**src/rtl/mole_ctrl_pkg.sv**
```systemverilog
// Shared whack-a-mole definitions: FSM state encoding, hole count and widths.
// Latency: n/a (types and constants only).
// Backpressure: n/a.
package mole_ctrl_pkg;

    localparam int NUM_HOLES = 9;
    localparam int HOLE_W    = $clog2(NUM_HOLES);
    localparam int RND_W     = 4;

    typedef enum logic [2:0] {
        IDLE = 3'd0,
        GAP  = 3'd1,
        PICK = 3'd2,
        UP   = 3'd3,
        OVER = 3'd4
    } state_e;

    typedef logic [HOLE_W-1:0] hole_t;

    // One-hot visible-mole vector for a hole index.
    function automatic logic [NUM_HOLES-1:0] hole_onehot(input hole_t h);
        return NUM_HOLES'(1) << h;
    endfunction

endpackage

```
**src/rtl/mole_ctrl_if.sv**
```systemverilog
// Player/LFSR-facing signal bundle of the mole controller.
// Latency: n/a (wiring only). master = stimulus side, slave = controller side.
// Backpressure: none; all signals are level/pulse, no handshake.
interface mole_ctrl_if;
    import mole_ctrl_pkg::*;

    logic                 start;      // single-cycle game start/restart pulse
    logic [RND_W-1:0]     rndnum;     // LFSR value, nominally 0..8
    logic [NUM_HOLES-1:0] hit;        // one pulse bit per hole button
    logic                 rnd_en;     // LFSR enable
    logic [NUM_HOLES-1:0] mole;       // one-hot visible mole
    logic [7:0]           score;      // successful hits, saturating
    logic [3:0]           misses;     // timed-out moles
    logic                 game_over;  // high while the game has ended

    modport master (
        output start, rndnum, hit,
        input  rnd_en, mole, score, misses, game_over
    );

    modport slave (
        input  start, rndnum, hit,
        output rnd_en, mole, score, misses, game_over
    );

endinterface

```
**src/rtl/wam_timer.sv**
```systemverilog
// Loadable down-counter timing the GAP and UP intervals; done while count is zero.
// Latency: load takes effect on the next edge; done is a decode of the count register.
// Backpressure: none. Ports: clk, reset (async active-low), load_i, load_val_i, done_o.
module wam_timer #(
    parameter int  MAX_COUNT = 50_000_000,
    localparam int W         = $clog2(MAX_COUNT + 1)
) (
    input  logic         clk,
    input  logic         reset,
    input  logic         load_i,
    input  logic [W-1:0] load_val_i,
    output logic         done_o
);

    logic [W-1:0] cnt_q;
    logic [W-1:0] cnt_d;

    always_comb begin
        cnt_d = cnt_q;
        if (load_i) begin
            cnt_d = load_val_i;
        end else if (cnt_q != '0) begin
            cnt_d = cnt_q - W'(1);
        end
    end

    always_ff @(posedge clk or negedge reset) begin
        if (!reset) begin
            cnt_q <= '0;
        end else begin
            cnt_q <= cnt_d;
        end
    end

    assign done_o = (cnt_q == '0);

endmodule

```
**src/rtl/mole_ctrl.sv**
```systemverilog
// Whack-a-mole game controller: gap, pick a hole, show mole, score hits / count misses.
// Latency: all outputs registered; a matching hit shows in score one cycle later.
// Backpressure: none. Ports: clk, reset (async active-low), bus (mole_ctrl_if.slave).
module mole_ctrl
    import mole_ctrl_pkg::*;
#(
    parameter int GAP_CYCLES   = 25_000_000,
    parameter int UP_CYCLES    = 50_000_000,
    parameter int MAX_MISSES   = 5,
    parameter int PICK_RETRIES = 16
) (
    input  logic        clk,
    input  logic        reset,
    mole_ctrl_if.slave  bus
);

    localparam int TMAX = (GAP_CYCLES > UP_CYCLES) ? GAP_CYCLES : UP_CYCLES;
    localparam int TW   = $clog2(TMAX + 1);
    localparam int PW   = $clog2(PICK_RETRIES + 1);

    // Timer runs from N-1 down to 0 so each interval is exactly N cycles.
    localparam logic [TW-1:0]    GAP_LD     = TW'(GAP_CYCLES - 1);
    localparam logic [TW-1:0]    UP_LD      = TW'(UP_CYCLES - 1);
    localparam logic [PW-1:0]    PICK_LAST  = PW'(PICK_RETRIES - 1);
    localparam logic [3:0]       MISS_LIMIT = 4'(MAX_MISSES);
    localparam logic [RND_W-1:0] HOLE_MAX   = RND_W'(NUM_HOLES - 1);

    state_e               state_q, state_d;
    hole_t                hole_q, hole_d;
    hole_t                last_q, last_d;
    logic [7:0]           score_q, score_d;
    logic [3:0]           misses_q, misses_d;
    logic [PW-1:0]        pick_cnt_q, pick_cnt_d;
    logic [NUM_HOLES-1:0] mole_q, mole_d;
    logic                 rnd_en_q, rnd_en_d;
    logic                 game_over_q, game_over_d;

    logic                 tmr_load;
    logic [TW-1:0]        tmr_val;
    logic                 tmr_done;

    logic                 pick_ok;
    logic                 pick_forced;
    hole_t                pick_val;
    logic                 up_hit;

    wam_timer #(
        .MAX_COUNT (TMAX)
    ) u_timer (
        .clk        (clk),
        .reset      (reset),
        .load_i     (tmr_load),
        .load_val_i (tmr_val),
        .done_o     (tmr_done)
    );

    always_comb begin
        state_d     = state_q;
        hole_d      = hole_q;
        last_d      = last_q;
        score_d     = score_q;
        misses_d    = misses_q;
        pick_cnt_d  = '0;
        tmr_load    = 1'b0;
        tmr_val     = '0;

        pick_ok     = (bus.rndnum <= HOLE_MAX) && (hole_t'(bus.rndnum) != last_q);
        pick_forced = (pick_cnt_q == PICK_LAST);
        // Out-of-range values can only get through on the forced cycle; they map to hole 0.
        pick_val    = (bus.rndnum > HOLE_MAX) ? '0 : hole_t'(bus.rndnum);
        // Only the bit of the visible hole matters; any other pressed bits are don't-care.
        up_hit      = |(bus.hit & hole_onehot(hole_q));

        case (state_q)
            IDLE, OVER: begin
                if (bus.start) begin
                    score_d  = '0;
                    misses_d = '0;
                    last_d   = '0;
                    state_d  = GAP;
                end
            end
            GAP: begin
                if (tmr_done) begin
                    state_d = PICK;
                end
            end
            PICK: begin
                pick_cnt_d = pick_cnt_q + PW'(1);
                if (pick_ok || pick_forced) begin
                    hole_d  = pick_val;
                    last_d  = pick_val;
                    state_d = UP;
                end
            end
            UP: begin
                // A hit on the final dwell cycle wins over the timeout.
                if (up_hit) begin
                    if (score_q != 8'hFF) begin
                        score_d = score_q + 8'd1;
                    end
                    state_d = GAP;
                end else if (tmr_done) begin
                    misses_d = misses_q + 4'd1;
                    state_d  = (misses_d == MISS_LIMIT) ? OVER : GAP;
                end
            end
            default: begin
                state_d = IDLE;
            end
        endcase

        // Reload on every state change so a new GAP/UP always gets its full length.
        if (state_d != state_q) begin
            tmr_load = 1'b1;
            tmr_val  = (state_d == GAP) ? GAP_LD :
                       (state_d == UP)  ? UP_LD  : '0;
        end

        // Outputs are decoded from the next state so the registers line up with the state.
        mole_d      = (state_d == UP) ? hole_onehot(hole_d) : '0;
        rnd_en_d    = (state_d == GAP) || (state_d == PICK);
        game_over_d = (state_d == OVER);
    end

    always_ff @(posedge clk or negedge reset) begin
        if (!reset) begin
            state_q     <= IDLE;
            hole_q      <= '0;
            last_q      <= '0;
            score_q     <= '0;
            misses_q    <= '0;
            pick_cnt_q  <= '0;
            mole_q      <= '0;
            rnd_en_q    <= 1'b0;
            game_over_q <= 1'b0;
        end else begin
            state_q     <= state_d;
            hole_q      <= hole_d;
            last_q      <= last_d;
            score_q     <= score_d;
            misses_q    <= misses_d;
            pick_cnt_q  <= pick_cnt_d;
            mole_q      <= mole_d;
            rnd_en_q    <= rnd_en_d;
            game_over_q <= game_over_d;
        end
    end

    assign bus.rnd_en    = rnd_en_q;
    assign bus.mole      = mole_q;
    assign bus.score     = score_q;
    assign bus.misses    = misses_q;
    assign bus.game_over = game_over_q;

endmodule
```
**src/flat_wrapper.sv**
```systemverilog
// flat-port wrapper written by rule: the top's interface ports become plain ports
module mole_ctrl_flat import mole_ctrl_pkg::*;
#(
    parameter int GAP_CYCLES   = 25_000_000,
    parameter int UP_CYCLES    = 50_000_000,
    parameter int MAX_MISSES   = 5,
    parameter int PICK_RETRIES = 16
)
  (clk, reset, bus_start, bus_rndnum, bus_hit, bus_rnd_en, bus_mole, bus_score, bus_misses, bus_game_over);
  mole_ctrl_if bus_i ();
  input  logic clk;
  input  logic reset;
  input wire logic [$bits(bus_i.start)-1:0] bus_start;
  input wire logic [$bits(bus_i.rndnum)-1:0] bus_rndnum;
  input wire logic [$bits(bus_i.hit)-1:0] bus_hit;
  output wire logic [$bits(bus_i.rnd_en)-1:0] bus_rnd_en;
  output wire logic [$bits(bus_i.mole)-1:0] bus_mole;
  output wire logic [$bits(bus_i.score)-1:0] bus_score;
  output wire logic [$bits(bus_i.misses)-1:0] bus_misses;
  output wire logic [$bits(bus_i.game_over)-1:0] bus_game_over;
  assign bus_i.start = bus_start;
  assign bus_i.rndnum = bus_rndnum;
  assign bus_i.hit = bus_hit;
  assign bus_rnd_en = bus_i.rnd_en;
  assign bus_mole = bus_i.mole;
  assign bus_score = bus_i.score;
  assign bus_misses = bus_i.misses;
  assign bus_game_over = bus_i.game_over;
  mole_ctrl #(.GAP_CYCLES(GAP_CYCLES), .UP_CYCLES(UP_CYCLES), .MAX_MISSES(MAX_MISSES), .PICK_RETRIES(PICK_RETRIES)) u_core (.clk(clk), .reset(reset), .bus(bus_i));
endmodule
```
**config.mk**
```make
export PLATFORM = sky130hd
export DESIGN_NAME = mole_ctrl_flat
export DESIGN_NICKNAME = d
export VERILOG_FILES = /design/src/rtl/mole_ctrl_pkg.sv /design/src/rtl/mole_ctrl_if.sv /design/src/rtl/wam_timer.sv /design/src/rtl/mole_ctrl.sv /design/src/flat_wrapper.sv
export SDC_FILE = /design/constraint.sdc
export NUM_CORES = 1
export LEC_CHECK = 0
export CORE_AREA = 8 8 103 105
export CTS_CLUSTER_DIAMETER = 150
export DETAILED_ROUTE_END_ITERATION = 12
export DIE_AREA = 0 0 111 113
export GPL_ROUTABILITY_DRIVEN = 0
export GPL_TIMING_DRIVEN = 0
export HOLD_SLACK_MARGIN = 0.12
export PLACE_DENSITY_LB_ADDON = 0.05
export SLEW_MARGIN = 10
export SYNTH_ARGS = -nofsm -noshare
export SYNTH_HDL_FRONTEND = slang
export SYNTH_SLANG_ARGS = --single-unit
export TNS_END_PERCENT = 100
```
**constraint.sdc**
```tcl
create_clock -name clk -period 4.4 [get_ports clk]
set_clock_uncertainty 0.2 [all_clocks]
set_input_delay 1.32 -clock clk [delete_from_list [all_inputs] [get_ports clk]]
set_output_delay 1.32 -clock clk [all_outputs]
set_load 0.1 [all_outputs]
```
==> metrics.cfg, run 1 <==
[floorplanning]
core_util_floorplan_pct = 38.8
die_area_mm2 = 0.0125

[drt]
drc = 0
routed_wl_um = 7990
firstDrtPassIters = 4

[place]
io_buffers = 38

[layout]
most-common-layout-cells = 65 x dfrtp_1, 37 x clkdlybuf4s50_1, 34 x nand2_1, 30 x nor2_1, 25 x xor2_1
comb_area_share_pct = 40.8

[power]
total_power_mw = 1.72
cellPowerDensity_mw_per_mm2 = 407

[logic_synthesis]
ys_cells = 346
simple_gate_share_pct = 24.6

[clock_network]
hold_buffers = 0
htree_levels = 3

[timing]
period_used_pct = 91.6
fin_setup_tns_ps = 0

[outcome]
status = complete, no violations

[flow_run]
warnings = 27

[critical_path]
r2r-end = u_core.u_timer.cnt_q[23]
critPathBufInv = 2

==> run 1: where the power goes <==
| group | internal, mW | leakage (nW) | total, mW | switching [mW] |
|---|---|---|---|---|
| registers | 0.695 | 0.837 | 0.830 | 0.135 |
| logic | 0.175 | 0.874 | 0.378 | 0.203 |
| clock network | 0.273 | 0.102 | 0.511 | 0.238 |
| total | 1.14 | 1.81 | 1.72 | 0.576 |
==> run 1: per-layer routing <==
metal / global-route usage [%] / wire length, um / share of wire (%)
met1: 16.2 / 3740 / 47
met2: 22.1 / 3900 / 49
met3: 3.07 / 221 / 2.8
met4: 5.50 / 131 / 1.6
met5: 0 / 0 / 0
==> run 1: synth_stat cells (2+ instances only) <==
library cell / instances / area [um2]
and2_1: 8 / 50.1
o31a_1: 2 / 17.5
clkbuf_1: 5 / 18.8
or3_1: 2 / 12.5
nand4_2: 2 / 25.0
a31oi_1: 2 / 12.5
nor4_2: 2 / 25.0
a21oi_1: 3 / 15.0
nor4_4: 2 / 42.5
nor2_1: 30 / 113
inv_1: 12 / 45.0
nand2_1: 34 / 128
or2_2: 2 / 12.5
o221ai_1: 2 / 17.5
nor4b_1: 4 / 35.0
mux2i_1: 6 / 60.1
o21ai_0: 15 / 75.1
buf_2: 4 / 20.0
mux2_2: 3 / 33.8
xor2_1: 25 / 219
nand3_1: 17 / 85.1
o21ai_2: 10 / 87.6
buf_6: 3 / 33.8
and2b_1: 2 / 15.0
and3_1: 6 / 37.5
nor2b_1: 4 / 25.0
ha_1: 6 / 75.1
xnor2_1: 11 / 96.3
nand4_1: 4 / 25.0
nand2b_1: 6 / 37.5
dfrtp_1: 65 / 1630
o22ai_1: 5 / 31.3
a22o_1: 3 / 26.3
nand3b_1: 2 / 15.0
nor3_1: 11 / 55.1
nor4_1: 5 / 31.3
==> run 1: metrics by stage <==
stage / hold slack [ps] / cell area, um2
floorplan: 233 / 3490
detailed placement: 259 / 4030
CTS: 268 / 4230
finish: 271 / 4230
global placement: 257 / 4010
global route: 301 / 4230
==> run 1: sequential cells by signal, indices dropped and copies added (netlist names) <==
name,cells
u_core.bus.game_over,1
u_core.bus.misses,4
u_core.bus.mole,9
u_core.bus.rnd_en,1
u_core.bus.score,8
u_core.hole_q,4
u_core.last_q,4
u_core.pick_cnt_q,5
u_core.state_q,3
u_core.u_timer.cnt_q,26
==> run 1: how the worst max path moves through the flow <==
stage	from	to	slack [ps]	cells after the start
after CTS	bus_rndnum[1]	u_core.u_timer.cnt_q[23]	360	8
after floorplan	bus_rndnum[1]	u_core.u_timer.cnt_q[15]	1140	7
after detailed placement	bus_rndnum[1]	u_core.u_timer.cnt_q[23]	10	8
final	bus_rndnum[1]	u_core.u_timer.cnt_q[23]	370	8
after global placement	reset	u_core.last_q[3]	-590	1
after global routing	bus_rndnum[1]	u_core.u_timer.cnt_q[15]	220	8
==> run 1: worst reg2reg max path: cells and delay by family, from the launching register on <==
kind	cells	cell delay [ps]
and+or+nand+nor	4	1460
buffers and inverters	1	350
AOI/OAI and AO/OA	2	410
adders and majority gates	2	430
DFF	1	400
run_1/closeup.png
The bar under the picture is 20 um long. Region (30, 54) to (80, 104) um. Cells in gray, sequential cells in the stronger gray; small squares are vias.
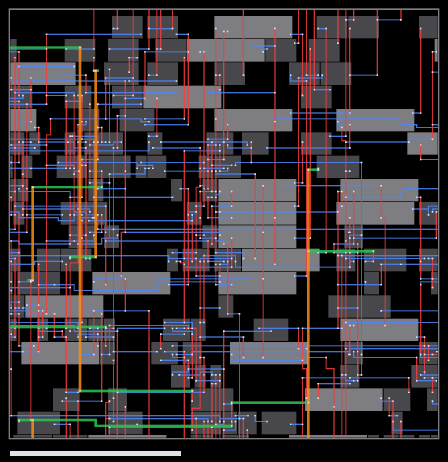
Key: red = M2; orange = M4; blue = M1; green = M3
Sequential cells in the window: 19. 113 logic cells have their middle in the window. Netlist names of flops here include u_core.bus.mole (9), u_core.u_timer.cnt_q (4), u_core.hole_q (2). Most frequent: dfrtp_1 (19), clkdlybuf4s50_1 (17), nand2_1 (8).

run_1/clock_nets.png
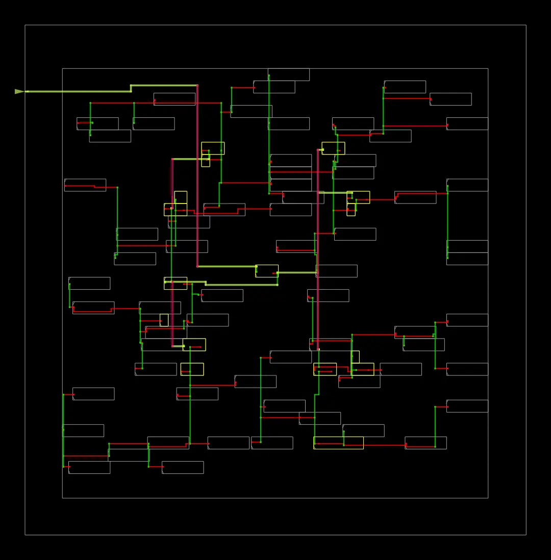
clkbuf count: 10
Clk power: 0.511 mW
clk sink count: 65
Flops: 65

run_1/ff_map.png
The bar under the picture is 20 um long. Other sequential cells in the stronger gray, the rest of the logic in the fainter gray.
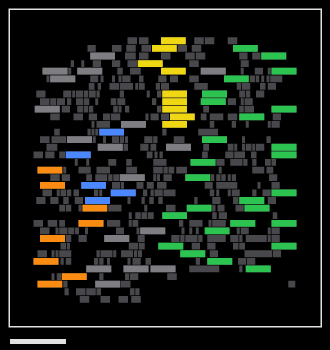
Key: blue = u_core.pick_cnt_q [sequential cells 5, where west]; green = u_core.u_timer.cnt_q [sequential cells 26]; yellow = u_core.bus.mole [sequential cells 9, where north]; orange = u_core.bus.score [sequential cells 8]
Another 17 sequential cells are not colored.

run_1/pinout.png
The bar under the picture is 20 um long. Pins as bars across the die edge, other pins in gray.
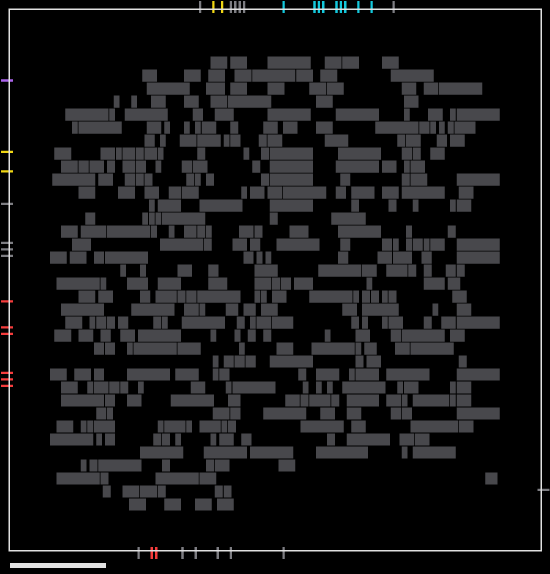

==> run 2, diff against run 1 <==
--- a/config.mk
+++ b/config.mk
@@ -5,10 +5,10 @@
 export SDC_FILE = /design/constraint.sdc
 export NUM_CORES = 1
 export LEC_CHECK = 0
-export CORE_AREA = 8 8 103 105
+export CORE_AREA = 8 8 108 110
 export CTS_CLUSTER_DIAMETER = 150
 export DETAILED_ROUTE_END_ITERATION = 12
-export DIE_AREA = 0 0 111 113
+export DIE_AREA = 0 0 116 118
 export GPL_ROUTABILITY_DRIVEN = 0
 export GPL_TIMING_DRIVEN = 0
 export HOLD_SLACK_MARGIN = 0.12
@@ -16,5 +16,6 @@
 export SLEW_MARGIN = 10
 export SYNTH_ARGS = -nofsm -noshare
 export SYNTH_HDL_FRONTEND = slang
+export SYNTH_HIERARCHICAL = 1
 export SYNTH_SLANG_ARGS = --single-unit
 export TNS_END_PERCENT = 100
run_2/pinout.png
The bar under the picture is 20 um long. Pins as bars across the die edge, other pins in gray.
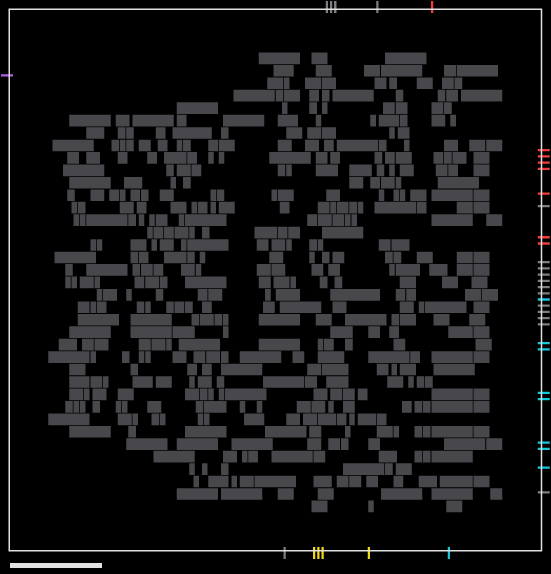
Key: purple = clk [pins 1, direction input, edge west]; cyan = bus_mole [pins 9, direction output, edge 8 east, 1 south]; red = bus_score [pins 8, direction output, edge 7 east, 1 north]; yellow = bus_rndnum [pins 4, direction input, edge south]
All pins by edge: 27 east, 6 south, 5 north, 1 west.

run_2/m1.png
The bar under the picture is 20 um long.
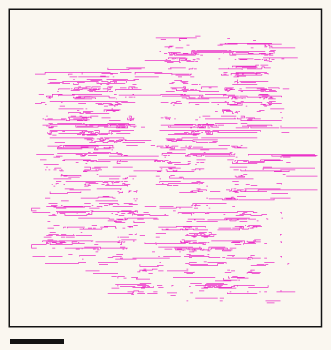
The layer holds 47% of the routed length. The wires run mostly horizontal. The longest straight run is 29.0 um. The layer carries 4,210 um of wire. 422 nets have wire on it.

==> run 2 against run 1 <==
  * Clock power rose by 2%
  * Wire length up 13%
  * Clock-buffer cell count decreased by 1
  * Cell area rose by 9.3%
  * Largest cell class unchanged
==> metrics.cfg, run 2 <==
[outcome]
status = complete, no violations  ; unchanged

[logic_synthesis]
yosysTopAreaCell = dfrtp_1  ; unchanged
area_leaders = dfrtp_1 42%, nand2_1 4.6%, mux2i_1 3.4%  ; was dfrtp_1 47%, xor2_1 6.3%, nand2_1 3.7%
top_area_share_pct = 42.2  ; was 46.6%
synthTopCellsByCount = 65 x dfrtp_1, 47 x nand2_1, 24 x nor2_1  ; was 65 x dfrtp_1, 34 x nand2_1, 30 x nor2_1
ys_cells = 403  ; was 346
top_cell = dfrtp_1  ; unchanged

[critical_path]
r2r-end = u_core/u_timer/cnt_q[1]  ; was u_core.u_timer.cnt_q[23]
startpoint = bus_start  ; was bus_rndnum[1]

[clock_network]
cts.sinks = 65  ; unchanged
htree_levels = 3  ; unchanged

[drt]
firstDrtPassIters = 4  ; unchanged
drc = 0  ; unchanged

[floorplanning]
core_util_floorplan_pct = 38.5  ; was 38.8%

[flow_run]
warnings = 27  ; unchanged

[layout]
largest_reg_flops = 26  ; unchanged
most-common-layout-cells = 65 x dfrtp_1, 47 x nand2_1, 35 x clkdlybuf4s50_1, 24 x nor2_1, 18 x nor3_1  ; was 65 x dfrtp_1, 37 x clkdlybuf4s50_1, 34 x nand2_1, 30 x nor2_1, 25 x xor2_1
regMostFlops = u_core/u_timer/cnt_q  ; was u_core.u_timer.cnt_q

[timing]
period_used_pct = 92.0  ; was 91.6%
fin_hold_ws_ps = 263  ; was 271 ps

[global_routing]
grt-busiest-layer = met2  ; unchanged
use_met1_pct = 17.4  ; was 16.2%

[place]
io_buffers = 36  ; was 38

[run 2: cell count changes after synthesis, sizes merged, moves of 4 or more]
cell,previous run,this run
a21o,1,8
a21oi,3,11
buf,8,14
mux2i,6,13
nand2,34,47
nand3,18,13
nor2,31,24
nor3,11,18
o21ai,26,18
o31ai,1,11
or4,2,6
xor2,25,11
[run 2: cell families after synthesis]
| group | Yosys count | synth area share, % |
|---|---|---|
| other cells | 1 | 0.0974 |
| flops | 65 | 42.2 |
| compound gates | 88 | 16.9 |
| simple gates | 168 | 23.9 |
| mux | 19 | 5.33 |
| xor+xnor | 24 | 5.46 |
| buf+inv | 32 | 4.19 |
| fa+ha+maj | 6 | 1.95 |
[run 2: critical path, delay by kind of cell]
family	cells	cell delay, ps
buf+inv	2	890
mux	1	380
compound gates	2	310
simple gates	3	1170
[run 2: through the flow]
step                      total power [mW]  TNS, ps  area, um2
after floorplan                       1.41        0       3860
after global placement                1.60   -38500       4390
after global routing                  2.27        0       4620
after CTS                             2.14        0       4610
final                                 2.12        0       4620
after detailed placement              1.61    -4500       4410
[run 2: routing by layer]
metal | vias up | part of all wire [%]
li1 | 1578 | -
met1 | 1507 | 47
met2 | 57 | 47
met3 | 14 | 4.3
met4 | 0 | 1.7
met5 | - | 0
[run 2: final cells by class]
type | instances | area [um2] | share of cell area, %
Buffer | 20 | 120 | 2.60
Clock buffer | 9 | 124 | 2.68
Clock inverter | 7 | 77.6 | 1.68
Inverter | 12 | 45.0 | 0.975
Multi-Input combinational cell | 309 | 2080 | 45.0
Sequential cell | 65 | 1630 | 35.2
Tap cell | 136 | 170 | 3.68
Timing Repair Buffer | 37 | 378 | 8.18
[run 2: worst min-delay path by stage]
stage                                    start                    to  slack [ps]  depth (start not counted)
after floorplan           u_core/pick_cnt_q[0]  u_core/pick_cnt_q[0]         230                          1
after global placement    u_core/pick_cnt_q[0]  u_core/pick_cnt_q[0]         250                          1
after detailed placement  u_core/pick_cnt_q[0]  u_core/pick_cnt_q[0]         260                          1
after CTS                 u_core/pick_cnt_q[0]  u_core/pick_cnt_q[0]         270                          1
after global routing      u_core/pick_cnt_q[0]  u_core/pick_cnt_q[0]         300                          1
final                     u_core/pick_cnt_q[0]  u_core/pick_cnt_q[0]         260                          1
[run 2: report_power, final]
group          total, mW  internal (mW)  switching, mW
Clock              0.523          0.266          0.257
Combinational      0.753          0.311          0.442
Sequential         0.847          0.721          0.125
Total               2.12           1.30          0.824
[run 2: what timing repair did]
| item | in CTS | in global routing |
|---|---|---|
| endpoints found under the setup margin | 8 | 19 |
| resized | 1 | 5 |
| buffers inserted | 0 | 0 |
Power figures rest on the tool's default switching activity, not on a simulated workload.
